==> run_1/met1.png <==
Scale bar: 50 um.
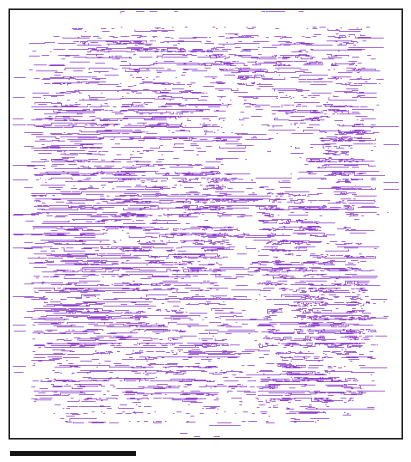
==> run_1/met2.png <==
Scale bar: 50 um.
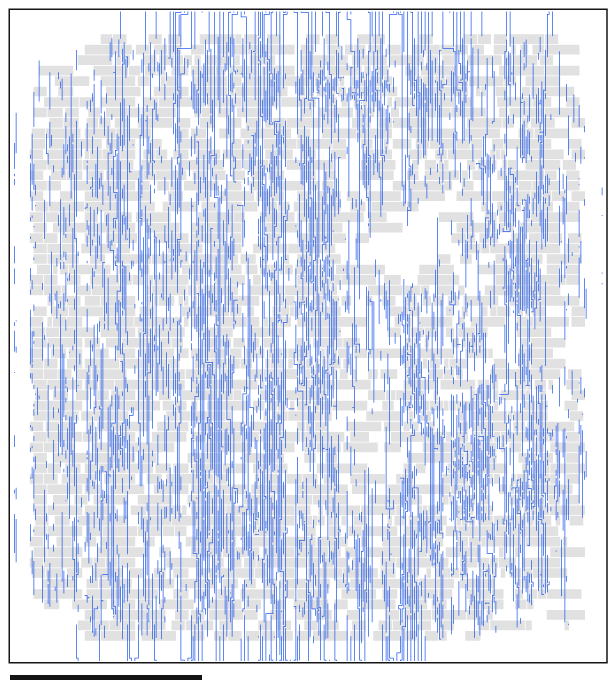
==> run_1/met3.png <==
Scale bar: 50 um.
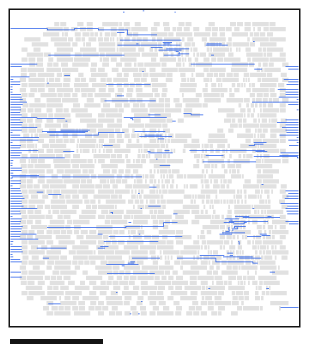
[src/rtl/log_stream_reader.sv]
// Log buffer dump engine. Walks stored entries oldest-first through the buffer read port.
// Drops entries below a minimum severity. Emits each kept entry as an 18-byte frame:
// 0xA5, the 16 entry bytes MSB first, then an XOR checksum of those 16 bytes.
module log_stream_reader #(
  parameter int unsigned LOG_BUFFER_SIZE = 1024,
  parameter int unsigned LOG_ENTRY_WIDTH = 128,
  parameter int unsigned READ_HOLD       = 2,
  parameter int unsigned TIMEOUT_CYCLES  = 16,
  localparam int unsigned ADDR_WIDTH     = $clog2(LOG_BUFFER_SIZE)
) (
  input  logic                       clk,
  input  logic                       rst_n,
  input  logic                       start_i,
  input  logic                       abort_i,
  input  logic [2:0]                 min_severity_i,
  input  logic [ADDR_WIDTH-1:0]      entries_count_i,
  output logic                       read_enable_o,
  output logic [ADDR_WIDTH-1:0]      read_address_o,
  input  logic [LOG_ENTRY_WIDTH-1:0] read_data_i,
  input  logic                       read_valid_i,
  output logic [7:0]                 m_tdata_o,
  output logic                       m_tvalid_o,
  input  logic                       m_tready_i,
  output logic                       m_tlast_o,
  output logic                       busy_o,
  output logic                       done_o,
  output logic [31:0]                frames_sent_o,
  output logic [31:0]                read_timeouts_o
);

  localparam int unsigned EntryBytes = LOG_ENTRY_WIDTH / 8;
  localparam int unsigned FrameLen   = EntryBytes + 2;
  localparam int unsigned ByteW      = $clog2(FrameLen);
  localparam int unsigned EbW        = $clog2(EntryBytes);
  localparam int unsigned HoldW      = $clog2(READ_HOLD + 1);
  localparam int unsigned TmoW       = $clog2(TIMEOUT_CYCLES + 1);
  localparam logic [ByteW-1:0] LastIdx = ByteW'(FrameLen - 1);
  localparam logic [7:0]       SyncByte = 8'hA5;

  typedef enum logic [1:0] {StIdle, StRead, StEmit, StNext} state_e;

  state_e                     state_q, state_d;
  logic [ADDR_WIDTH-1:0]      cnt_snap_q, cnt_snap_d;
  logic [ADDR_WIDTH-1:0]      idx_q, idx_d;
  logic [HoldW-1:0]           hold_cnt_q, hold_cnt_d;
  logic [TmoW-1:0]            tmo_cnt_q, tmo_cnt_d;
  logic [ByteW-1:0]           byte_idx_q, byte_idx_d;
  logic [LOG_ENTRY_WIDTH-1:0] cap_q, cap_d;
  logic                       abort_pend_q, abort_pend_d;
  logic                       read_enable_q, read_enable_d;
  logic [ADDR_WIDTH-1:0]      read_address_q, read_address_d;
  logic [7:0]                 m_tdata_q, m_tdata_d;
  logic                       m_tvalid_q, m_tvalid_d;
  logic                       m_tlast_q, m_tlast_d;
  logic                       busy_q, busy_d;
  logic                       done_q, done_d;
  logic [31:0]                frames_sent_q, frames_sent_d;
  logic [31:0]                read_timeouts_q, read_timeouts_d;

  logic [7:0]       entry_byte [EntryBytes];
  logic [7:0]       cap_xor;
  logic [ByteW-1:0] nxt_idx;
  logic [EbW-1:0]   nxt_sel;
  logic [7:0]       nxt_byte;

  // Split the captured entry into bytes and fold them into the checksum.
  always_comb begin
    cap_xor = 8'h00;
    for (int i = 0; i < int'(EntryBytes); i++) begin
      entry_byte[i] = cap_q[LOG_ENTRY_WIDTH - 1 - 8 * i -: 8];
      cap_xor       = cap_xor ^ entry_byte[i];
    end
  end

  // Byte presented after the current one is accepted; frame byte n maps to entry byte n-1.
  always_comb begin
    nxt_idx = byte_idx_q + 1'b1;
    nxt_sel = EbW'(nxt_idx - 1'b1);
    if (nxt_idx == LastIdx) begin
      nxt_byte = cap_xor;
    end else begin
      nxt_byte = entry_byte[nxt_sel];
    end
  end

  // Next-state and registered-output logic for the dump FSM.
  always_comb begin
    state_d         = state_q;
    cnt_snap_d      = cnt_snap_q;
    idx_d           = idx_q;
    hold_cnt_d      = hold_cnt_q;
    tmo_cnt_d       = tmo_cnt_q;
    byte_idx_d      = byte_idx_q;
    cap_d           = cap_q;
    abort_pend_d    = abort_pend_q;
    read_enable_d   = read_enable_q;
    read_address_d  = read_address_q;
    m_tdata_d       = m_tdata_q;
    m_tvalid_d      = m_tvalid_q;
    m_tlast_d       = m_tlast_q;
    busy_d          = busy_q;
    done_d          = 1'b0;
    frames_sent_d   = frames_sent_q;
    read_timeouts_d = read_timeouts_q;

    case (state_q)
      StIdle: begin
        if (start_i) begin
          cnt_snap_d = entries_count_i;
          idx_d      = '0;
          if (entries_count_i == '0) begin
            done_d = 1'b1;
          end else begin
            state_d        = StRead;
            busy_d         = 1'b1;
            read_enable_d  = 1'b1;
            read_address_d = '0;
            hold_cnt_d     = '0;
            tmo_cnt_d      = '0;
          end
        end
      end

      StRead: begin
        if (abort_i) begin
          // Abort wins over a same-cycle capture; the entry is not emitted.
          abort_pend_d  = 1'b1;
          read_enable_d = 1'b0;
          state_d       = StNext;
        end else if (read_valid_i && (hold_cnt_q == HoldW'(READ_HOLD - 1))) begin
          cap_d         = read_data_i;
          read_enable_d = 1'b0;
          if (read_data_i[55:53] >= min_severity_i) begin
            state_d    = StEmit;
            m_tvalid_d = 1'b1;
            m_tdata_d  = SyncByte;
            m_tlast_d  = 1'b0;
            byte_idx_d = '0;
          end else begin
            state_d = StNext;
          end
        end else if (tmo_cnt_q == TmoW'(TIMEOUT_CYCLES - 1)) begin
          if (read_timeouts_q != '1) begin
            read_timeouts_d = read_timeouts_q + 32'd1;
          end
          read_enable_d = 1'b0;
          state_d       = StNext;
        end else begin
          tmo_cnt_d = tmo_cnt_q + 1'b1;
          if (read_valid_i) begin
            hold_cnt_d = hold_cnt_q + 1'b1;
          end
        end
      end

      StEmit: begin
        // Abort is only latched here; the frame always runs to its last byte.
        if (abort_i) begin
          abort_pend_d = 1'b1;
        end
        if (m_tready_i) begin
          if (byte_idx_q == LastIdx) begin
            m_tvalid_d = 1'b0;
            m_tlast_d  = 1'b0;
            m_tdata_d  = 8'h00;
            if (frames_sent_q != '1) begin
              frames_sent_d = frames_sent_q + 32'd1;
            end
            state_d = StNext;
          end else begin
            byte_idx_d = nxt_idx;
            m_tdata_d  = nxt_byte;
            m_tlast_d  = (nxt_idx == LastIdx);
          end
        end
      end

      StNext: begin
        if ((idx_q == cnt_snap_q - 1'b1) || abort_pend_q || abort_i) begin
          done_d       = 1'b1;
          abort_pend_d = 1'b0;
          busy_d       = 1'b0;
          state_d      = StIdle;
        end else begin
          idx_d          = idx_q + 1'b1;
          read_address_d = idx_q + 1'b1;
          read_enable_d  = 1'b1;
          hold_cnt_d     = '0;
          tmo_cnt_d      = '0;
          state_d        = StRead;
        end
      end

      default: state_d = StIdle;
    endcase
  end

  // State and output registers; reset clears everything, truncating any frame in flight.
  always_ff @(posedge clk or negedge rst_n) begin
    if (!rst_n) begin
      state_q         <= StIdle;
      cnt_snap_q      <= '0;
      idx_q           <= '0;
      hold_cnt_q      <= '0;
      tmo_cnt_q       <= '0;
      byte_idx_q      <= '0;
      cap_q           <= '0;
      abort_pend_q    <= 1'b0;
      read_enable_q   <= 1'b0;
      read_address_q  <= '0;
      m_tdata_q       <= 8'h00;
      m_tvalid_q      <= 1'b0;
      m_tlast_q       <= 1'b0;
      busy_q          <= 1'b0;
      done_q          <= 1'b0;
      frames_sent_q   <= '0;
      read_timeouts_q <= '0;
    end else begin
      state_q         <= state_d;
      cnt_snap_q      <= cnt_snap_d;
      idx_q           <= idx_d;
      hold_cnt_q      <= hold_cnt_d;
      tmo_cnt_q       <= tmo_cnt_d;
      byte_idx_q      <= byte_idx_d;
      cap_q           <= cap_d;
      abort_pend_q    <= abort_pend_d;
      read_enable_q   <= read_enable_d;
      read_address_q  <= read_address_d;
      m_tdata_q       <= m_tdata_d;
      m_tvalid_q      <= m_tvalid_d;
      m_tlast_q       <= m_tlast_d;
      busy_q          <= busy_d;
      done_q          <= done_d;
      frames_sent_q   <= frames_sent_d;
      read_timeouts_q <= read_timeouts_d;
    end
  end

  assign read_enable_o   = read_enable_q;
  assign read_address_o  = read_address_q;
  assign m_tdata_o       = m_tdata_q;
  assign m_tvalid_o      = m_tvalid_q;
  assign m_tlast_o       = m_tlast_q;
  assign busy_o          = busy_q;
  assign done_o          = done_q;
  assign frames_sent_o   = frames_sent_q;
  assign read_timeouts_o = read_timeouts_q;

endmodule
[config.mk]
export PLATFORM = sky130hd
export DESIGN_NAME = log_stream_reader
export DESIGN_NICKNAME = d
export VERILOG_FILES = /design/src/rtl/log_stream_reader.sv
export SDC_FILE = /design/constraint.sdc
export NUM_CORES = 1
export LEC_CHECK = 0
export CAP_MARGIN = 20
export CORE_ASPECT_RATIO = 1.1
export CORE_MARGIN = 5
export CORE_UTILIZATION = 58
export DETAILED_ROUTE_END_ITERATION = 8
export GPL_TIMING_DRIVEN = 0
export PLACE_DENSITY_LB_ADDON = 0.15
export RECOVER_POWER = 25
export SYNTH_ARGS = -nofsm -noshare
export SYNTH_HDL_FRONTEND = slang
export SYNTH_SLANG_ARGS = --single-unit
[constraint.sdc]
create_clock -name clk -period 7.45 [get_ports clk]
set_input_delay 0.745 -clock clk [delete_from_list [all_inputs] [get_ports clk]]
set_output_delay 0.745 -clock clk [all_outputs]
set_load 0.005 [all_outputs]
==> metrics.cfg, run 1 <==
[finish]
fin_nets=1573
num-nonclk-buffers=289
final_util=0.750
top_register=cap_q
drive_gt1_frac=0.174
layout_top_cell=dfrtp_1
antennaDiodeCount=1
largest_reg_flops=128
seq_share=0.366
layout_top_cells=dfrtp_1 (250), clkdlybuf4s50_1 (232), xnor2_1 (164)
sh_comb_area=0.401
fin_area_sq_um=17100
nMultiInputCombCells=821

[yosys]
yosysWarnings=0
flop_cell=dfrtp_1
aoi_share=0.0561
ys_sh_simple=0.122
ys_ff=250
fp_nets=1309
ys_async_sr_fraction=1.00
avgSynthCellArea_sq_um=11.7
syn_area_sq_um=13400
fa_ha_area_frac=0.0168
syn_inst=1144
yosys_cells=1144
postSynthSeqShare=0.467
synthXorXnorAreaFrac=0.132

[cts]
cts_sinks=250
cts_setup_buffers=0
htree_levels=1
path_clk_slew_ns=0.06
clk_latency_ns=0.52
holdBufCountCts=0
clockRootBuffer=clkbuf_16

[place]
dp_slack_ns=3.59
placedCellCount=1679
port_buffers=233

[pwr]
clkPwrFrac=0.220
power_density_nw_per_um2=373
pg_seq_w=0.00209
pwr.group.clock_w=0.00140
ir_drop_mv=0.224
intPower_w=0.00414
p_sw_frac=0.352

[grt]
grt_max_degree=109
grt_antenna_before_repair=0
grt_overflow_total=0
grt_use_met3=0.0360
grt_pass1_vias=10100
busiest_layer=met2

[worst_setup_path]
cp_slowest_cell=buf_1
worstSetupPathType=reg -> reg
critPathMaxStageDelay_ns=0.75
worst-path-max-fanout=10
worstReg2RegEnd=m_tdata_o[7]$_DFFE_PN0P_
crit_start=byte_idx_q[1]$_DFFE_PN0P_
cp_top_family=buffers and inverters
worstPathRequired_ns=7.85
critical_path_arrival_ns=3.92

[final_timing]
final.setup.tns_ns=0
hold_viol=0
drv_slew=62

[detailed_routing]
wl_met2_mm=17.1
top_layer=met4
final_antenna_net_count=0
wl_met3_mm=2.01
firstDrtPassIters=7
drc=0
vias_per_cell=5.74

[die]
taps=300
coreArea_sq_um=22800
die_w_um=155
pin_count=234
fp-row-count=58

[flow_run]
maxCapViolCount=1

[min_path]
hold_depth=2

[status]
status=complete, but fails checks
violations=capacitance limit, slew limit

-- met1.png (at the start) --
The wires run mostly horizontal. 1404 nets have wire on it. The layer carries 13700 um of wire. The layer holds 41% of the routed length. The longest straight run is 40.9 um.
met1 usage: 0.338
detailed-route via count: 9916
final WL: 33.7 mm

-- met2.png (at the start) --
The longest straight run is 100 um. The wires run mostly vertical. 1377 nets have wire on it.
met2 Track Usage GR: 0.440

-- met3.png (at the start) --
The layer holds 6.0% of the routed length. The wires run mostly horizontal. The longest straight run is 69.5 um. The layer carries 2010 um of wire.

==> run_1/met4.png <==
Scale bar: 50 um.
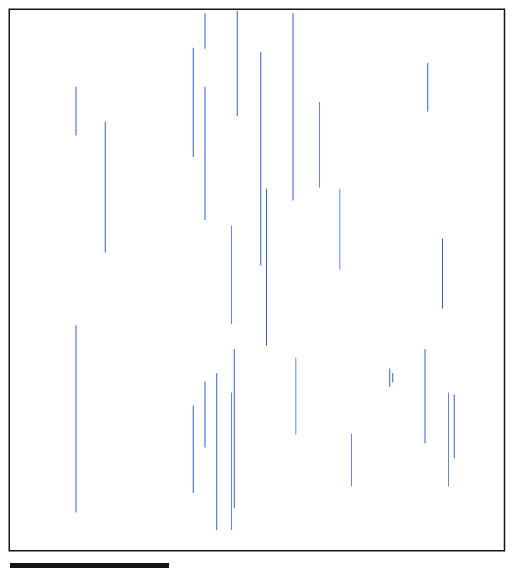

## Run 2: what changed since run 1
--- a/config.mk
+++ b/config.mk
@@ -8,7 +8,7 @@
 export CAP_MARGIN = 20
 export CORE_ASPECT_RATIO = 1.1
 export CORE_MARGIN = 5
-export CORE_UTILIZATION = 58
+export CORE_UTILIZATION = 54
 export DETAILED_ROUTE_END_ITERATION = 8
 export GPL_TIMING_DRIVEN = 0
 export PLACE_DENSITY_LB_ADDON = 0.15
==> constraint.sdc (replaced) <==
create_clock -name clk -period 3.7 [get_ports clk]
set_input_delay 0.37 -clock clk [delete_from_list [all_inputs] [get_ports clk]]
set_output_delay 0.37 -clock clk [all_outputs]
set_load 0.005 [all_outputs]
==> run_2/met4.png <==
Scale bar: 50 um.
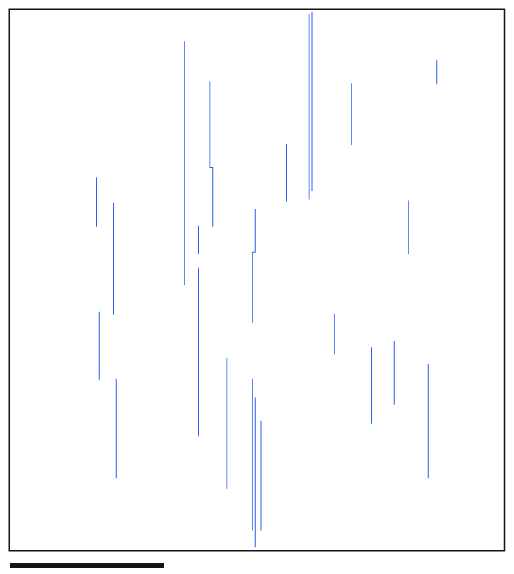
The wires run mostly vertical. 13 nets have wire on it. The layer holds 2.4% of the routed length. The longest straight run is 78.9 um.
final WL: 33.2 mm
detailed-route via count: 9788

==> run 2 against run 1 <==
Against the previous run:
- critical path depth is 3 higher
- worst setup slack got worse by 3.7 ns
- the run still ends with capacitance limit, slew limit left
- synthesized cell count did not move
- worst hold slack worse by 0.014 ns
- clock power up 94%
- register-to-register slack lost 3.7 ns
- clock skew is 0.0018 ns higher
- design area decreased by 0.26%
- sequential share of layout area up 0.094 points
- routed wire length fell by 1.3%
- maximum frequency is 2.6% higher
- die area rose by 6.9%
==> metrics.cfg, run 2 <==
[status]
status=complete, but fails checks
violations=capacitance limit, slew limit

[yosys]
flop_cell=dfrtp_1
ys_async_sr_fraction=1.00
aoi_share=0.0561
synthXorXnorAreaFrac=0.132
ys_ff=250
ys_sh_simple=0.122
ys_top_cells_by_count=dfrtp_1 (250), xnor2_1 (164), mux2_2 (141)
postSynthSeqShare=0.467
avgSynthCellArea_sq_um=11.7
syn_area_sq_um=13400
fp_nets=1309
yosys_cells=1144
syn_inst=1144
fa_ha_area_frac=0.0168

[finish]
fin_area_sq_um=17100
flops=250
top_register=cap_q
layout_top_cells=dfrtp_1 (250), clkdlybuf4s50_1 (232), xnor2_1 (164)
largest_reg_flops=128
layout_top_cell=dfrtp_1
fin_nets=1575
nMultiInputCombCells=821
seq_share=0.367
num-nonclk-buffers=291
final_util=0.697
sh_comb_area=0.402

[place]
placedCellCount=1689
port_buffers=233
dp_slack_ns=0.0120

[detailed_routing]
firstDrtPassIters=5
final_antenna_net_count=0
top_layer=met4
wl_met2_mm=17.0
drc=0
wl_met3_mm=1.68

[cts]
path_clk_slew_ns=0.06
clk_latency_ns=0.53
holdBufCountCts=1
clockRootBuffer=clkbuf_16
cts_sinks=250
cts_setup_buffers=0

[die]
pin_count=234
coreArea_sq_um=24500
taps=310
initCoreUtil=0.548
die_h_um=175
die_w_um=160
fp-row-count=60

[grt]
grt_antenna_before_repair=0
busiest_layer=met2
grt_use_met1=0.310
grt_pass1_vias=10000
grt_max_degree=108
grt_overflow_total=0

[pwr]
clkPwrFrac=0.212
power_density_nw_per_um2=747
pwr.group.clock_w=0.00271
pg_seq_w=0.00419
p_sw_frac=0.354
intPower_w=0.00823

[worst_setup_path]
r2r-start=byte_idx_q[1]$_DFFE_PN0P_
critPathMaxStageDelay_ns=0.48
crit_start=byte_idx_q[1]$_DFFE_PN0P_
worstReg2RegEnd=m_tdata_o[7]$_DFFE_PN0P_
cp_slowest_cell=nor3_1
worst-path-max-fanout=10
critical_path_arrival_ns=3.83
cp_top_family=buffers and inverters
worstPathRequired_ns=4.10
worstSetupPathType=reg -> reg

[final_timing]
drv_slew=65
whs_ns=0.447
final.setup.tns_ns=0
hold_viol=0

[min_path]
min_to=cap_q[71]$_DFFE_PN0P_
hold_depth=2

[flow_run]
maxCapViolCount=1

==> run_2/met3.png <==
Scale bar: 50 um.
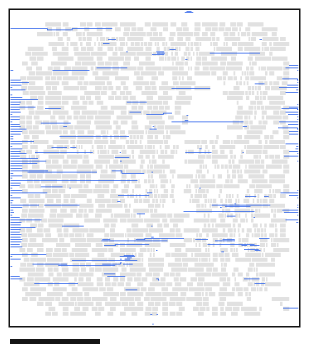
grt met3 use: 0.0373

Power and IR drop assume default switching activity.
